### config.mk
export PLATFORM = sky130hd
export DESIGN_NAME = rgb_led_serialiser
export DESIGN_NICKNAME = d
export VERILOG_FILES = /design/src/rtl/rgb_led_serialiser.sv
export SDC_FILE = /design/constraint.sdc
export NUM_CORES = 1
export LEC_CHECK = 0
export CAP_MARGIN = 20
export CORE_ASPECT_RATIO = 1.25
export CORE_MARGIN = 3
export CORE_UTILIZATION = 59
export DETAILED_ROUTE_END_ITERATION = 12
export PLACE_DENSITY = 0.84
export SLEW_MARGIN = 20
export SYNTH_ARGS = -nofsm -noshare
export SYNTH_HDL_FRONTEND = slang
export SYNTH_SLANG_ARGS = --single-unit
### constraint.sdc
create_clock -name clk -period 6.38 [get_ports clk]
set_clock_uncertainty 0.05 [all_clocks]
set_input_delay 0.638 -clock clk [delete_from_list [all_inputs] [get_ports clk]]
set_output_delay 0.638 -clock clk [all_outputs]
set_load 0.01 [all_outputs]
### src/rtl/rgb_led_serialiser.sv
// WS2812-style single-wire serialiser: takes 24-bit {R,G,B} words over valid/ready,
// sends them G-R-B MSB first as pulse-width-coded bits, then holds the line low to latch.
module rgb_led_serialiser #(
    parameter int T0H    = 4,
    parameter int T1H    = 8,
    parameter int TBIT   = 12,
    parameter int TLATCH = 50
) (
    input  logic        clk,
    input  logic        rst,
    input  logic [23:0] rgb,
    input  logic        rgb_valid,
    output logic        rgb_ready,
    output logic        dout,
    output logic        busy,
    output logic        frame_done
);
    localparam int CW = $clog2(TBIT);
    localparam int LW = $clog2(TLATCH + 1);

    typedef enum logic [1:0] {IDLE, SEND, LATCH} state_t;

    state_t        r_state;
    logic [23:0]   r_shift;
    logic [CW-1:0] r_cyc;
    logic [4:0]    r_bit;
    logic [LW-1:0] r_lcnt;
    logic          r_dout;
    logic          r_busy;
    logic          r_frame_done;

    logic          w_last_cyc;
    logic          w_last_bit;
    logic          w_word_end;
    logic          w_accept;
    logic [23:0]   w_grb;
    logic [CW-1:0] w_cyc_nxt;
    logic [CW-1:0] w_high;
    logic [LW-1:0] w_lcnt_nxt;

    assign w_last_cyc = (r_cyc == CW'(TBIT - 1));
    assign w_last_bit = (r_bit == 5'd23);
    assign w_word_end = (r_state == SEND) && w_last_cyc && w_last_bit;
    assign rgb_ready  = (r_state == IDLE) || w_word_end;
    assign w_accept   = rgb_valid && rgb_ready;
    assign w_grb      = {rgb[15:8], rgb[23:16], rgb[7:0]};
    assign w_cyc_nxt  = r_cyc + CW'(1);
    assign w_high     = r_shift[23] ? CW'(T1H) : CW'(T0H);
    assign w_lcnt_nxt = r_lcnt + LW'(1);

    assign dout       = r_dout;
    assign busy       = r_busy;
    assign frame_done = r_frame_done;

    // dout is registered from the *next* cycle count so the pulse lines up with cyc
    always_ff @(posedge clk or posedge rst) begin
        if (rst) begin
            r_state      <= IDLE;
            r_shift      <= '0;
            r_cyc        <= '0;
            r_bit        <= '0;
            r_lcnt       <= '0;
            r_dout       <= 1'b0;
            r_busy       <= 1'b0;
            r_frame_done <= 1'b0;
        end else begin
            r_frame_done <= 1'b0;
            if (w_accept) begin
                r_state <= SEND;
                r_shift <= w_grb;
                r_cyc   <= '0;
                r_bit   <= '0;
                r_dout  <= 1'b1;
                r_busy  <= 1'b1;
            end else begin
                case (r_state)
                    IDLE: ;
                    SEND: begin
                        if (w_last_cyc) begin
                            if (w_last_bit) begin
                                r_state      <= LATCH;
                                r_lcnt       <= '0;
                                r_dout       <= 1'b0;
                                r_frame_done <= (TLATCH == 1);
                            end else begin
                                r_bit   <= r_bit + 5'd1;
                                r_shift <= {r_shift[22:0], 1'b0};
                                r_cyc   <= '0;
                                r_dout  <= 1'b1;
                            end
                        end else begin
                            r_cyc  <= w_cyc_nxt;
                            r_dout <= (w_cyc_nxt < w_high);
                        end
                    end
                    LATCH: begin
                        if (r_lcnt == LW'(TLATCH - 1)) begin
                            r_state <= IDLE;
                            r_busy  <= 1'b0;
                        end else begin
                            r_lcnt       <= w_lcnt_nxt;
                            r_frame_done <= (w_lcnt_nxt == LW'(TLATCH - 1));
                        end
                    end
                    default: r_state <= IDLE;
                endcase
            end
        end
    end
endmodule

==> Slide: Implementation Results <==
Synthesis and Place & Route Summary

Pwr
  – Clock network power: between 0.0002 and 0.00025 W
  – Tot Pwr: 0.000984 W
  – Sequential share of power: between 40% and 50%
  – Sequential power: 0.000442 W
  – Clock power frac: about a quarter
  – Switching Fraction: 27.5%
  – Top power group: registers
  – Pint: 0.000714 W

Layout
  – Flop count: 44
  – Clk tree area frac: approximately 4.5%
  – Util after Layout: between 70% and 80%
  – Fraction of area in registers: between 30% and 40%
  – Most frequent cells in the layout: mux2_2, dfrtp_1, clkdlybuf4s50_1, inv_1, nor2_1
  – Nets@finish: between 200 and 300
  – MI comb cells: 134
  – Layout clock buffers: 7
  – Seq. cell area: about 0.0011 mm2
  – Non-CTS inverters: 11
  – Filler instances: 281
  – N_diodes: 0
  – Non-clk buf share: approximately 11%
  – Share of layout cells above drive strength 1: just under 30%

Clock tree
  – Post-CTS Setup Inserts: 0
  – CTS tree: yes
  – CTS Buf Count: 5
  – Cts hold-fix bufs: 0
  – CTS max path bufs: 2
  – H-tree levels: 2

Synthesis
  – Simple-Gate Area Share: 12.7%
  – Netlist cell types: between 40 and 50
  – Comb area leader: multiplexers
  – Syn Area/Cell: roughly 12 um2
  – Fraction of registers with async set/reset: 100%
  – Top cells by count: mux2_2, dfrtp_1, inv_1
  – Adder share: 3.14%
  – Yosys stat chip area: between 0.002 and 0.0025 mm2
  – Cell Area, Synth: between 0.002 and 0.0025 mm2
  – Top-count cell post-synth: mux2_2
  – Syn Nets: 230
  – Yosys Instances: a little under 200
  – EDFF count, synth: 0
  – Sequential share of the synthesized area: approximately 46%
  – AO/OA Area Share: 7.85%
  – Cell type with the largest total area: dfrtp_1

Critical path
  – Worst stage delay on the critical path: ~0.55 ns
  – Crit-path cells: ha_1 -> and3b_1 -> nand2b_4 -> a21oi_1 -> clkdlybuf4s50_1
  – Crit path DRT: 5.69 ns
  – CP Capture Type: output port
  – Buf/Inv on CP: 1
  – Critical path fanouts, max: 6

Routing
  – WL/cell: between 15 and 20 um
  – WL met2: between 2000 and 2500 um
  – DRC viols: 0
  – Met1 WL: ~1700 um
  – Drt initial violations: 54
  – Antenna Nets Post-Route: 0
  – Via count: 1,613
  – Routed WL: ~4300 um
  – Top layer used by detailed routing: met4

Global routing
  – First-pass GRT wire length: approximately 7700 um
  – Largest net degree at the start of global routing: ~45
  – Total congestion overflow: 0
  – Initial antenna violation count: 0

STA
  – Endpoints failing setup: 0
  – Clock period minus worst slack: roughly 2.8 ns
  – Setup ws final: between 3 and 4 ns
  – WHS: roughly 0.44 ns
  – Fin. Hold Viols: 0
  – Slew @ Worst Pin: 0.554 ns
  – Setup TNS Final: 0 ns

Place
  – Hpwl dp: roughly 3000 um
  – RD Place Congestion: ~0.84
  – Worst slack after detailed placement: 3.89 ns
  – Placed Area: 0.00271 mm2

Die
  – Die footprint: about 0.0049 mm2
  – CORE AREA: between 0.003 and 0.004 mm2
  – FP Core Util: between 60% and 70%
  – Die height: just under 80 um

Job
  – # Max-Cap Violations: 0
  – Tool warnings: 28

Status
  – Status: finished clean
-- routing by layer --
layer	vias to the layer above	global-route usage, %
li1	760	-
met1	804	21.4
met2	38	38.1
met3	11	4.10
met4	0	9.05
met5	-	0
-- worst paths after layout --
check	start	end	slack (ns)	cells past startpoint
min in group asynchronous	rst	r_lcnt[2]	0.79	3
hold / removal	busy	busy	0.44	1
setup / recovery	r_cyc[0]	rgb_ready	3.55	5
setup reg to reg	r_cyc[0]	r_shift[1]	4.03	6
max in group asynchronous	rst	r_shift[13]	5.12	3
hold reg to reg	busy	busy	0.44	1
-- state kept, by name, indices dropped and copies added (netlist names) --
register,flops
r_shift,24
r_lcnt,6
r_bit,5
r_cyc,4
r_state,2
busy,1
dout,1
frame_done,1
**Gate families picked out**

Drawn at 6 px/um.
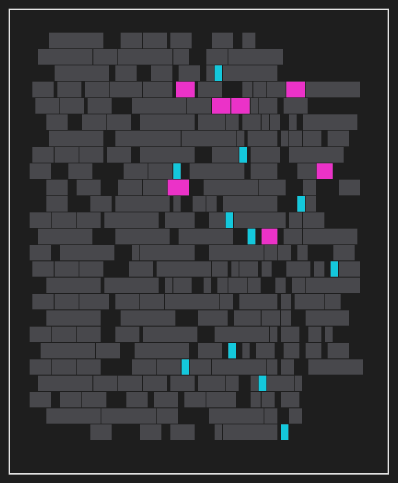
inv cells -> cyan  # cells 11, most used inv_1
non-inverting ao/oa cells -> magenta  # cells 7, most used a22o_1
Comb area share: 41.7%
Top cell excl fill/tap: mux2_2
final std cells w/o fill: 283

**Cell sizes after repair**

Drawn at 6 px/um.
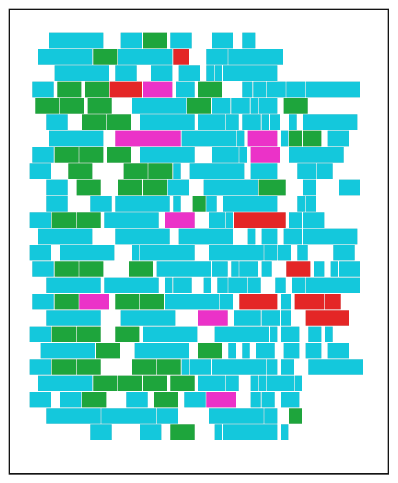
x3 and x4 -> red  # cells 8, share 3.5%
x6 and larger -> magenta  # cells 8, share 3.5%
x2 -> green  # cells 50, share 22%
x1 and smaller -> cyan  # cells 163, share 71%
non-clock buffer count: 32
Layout area overhead: 18.5%

No activity file was given, so power comes from the tool's default toggle rates.
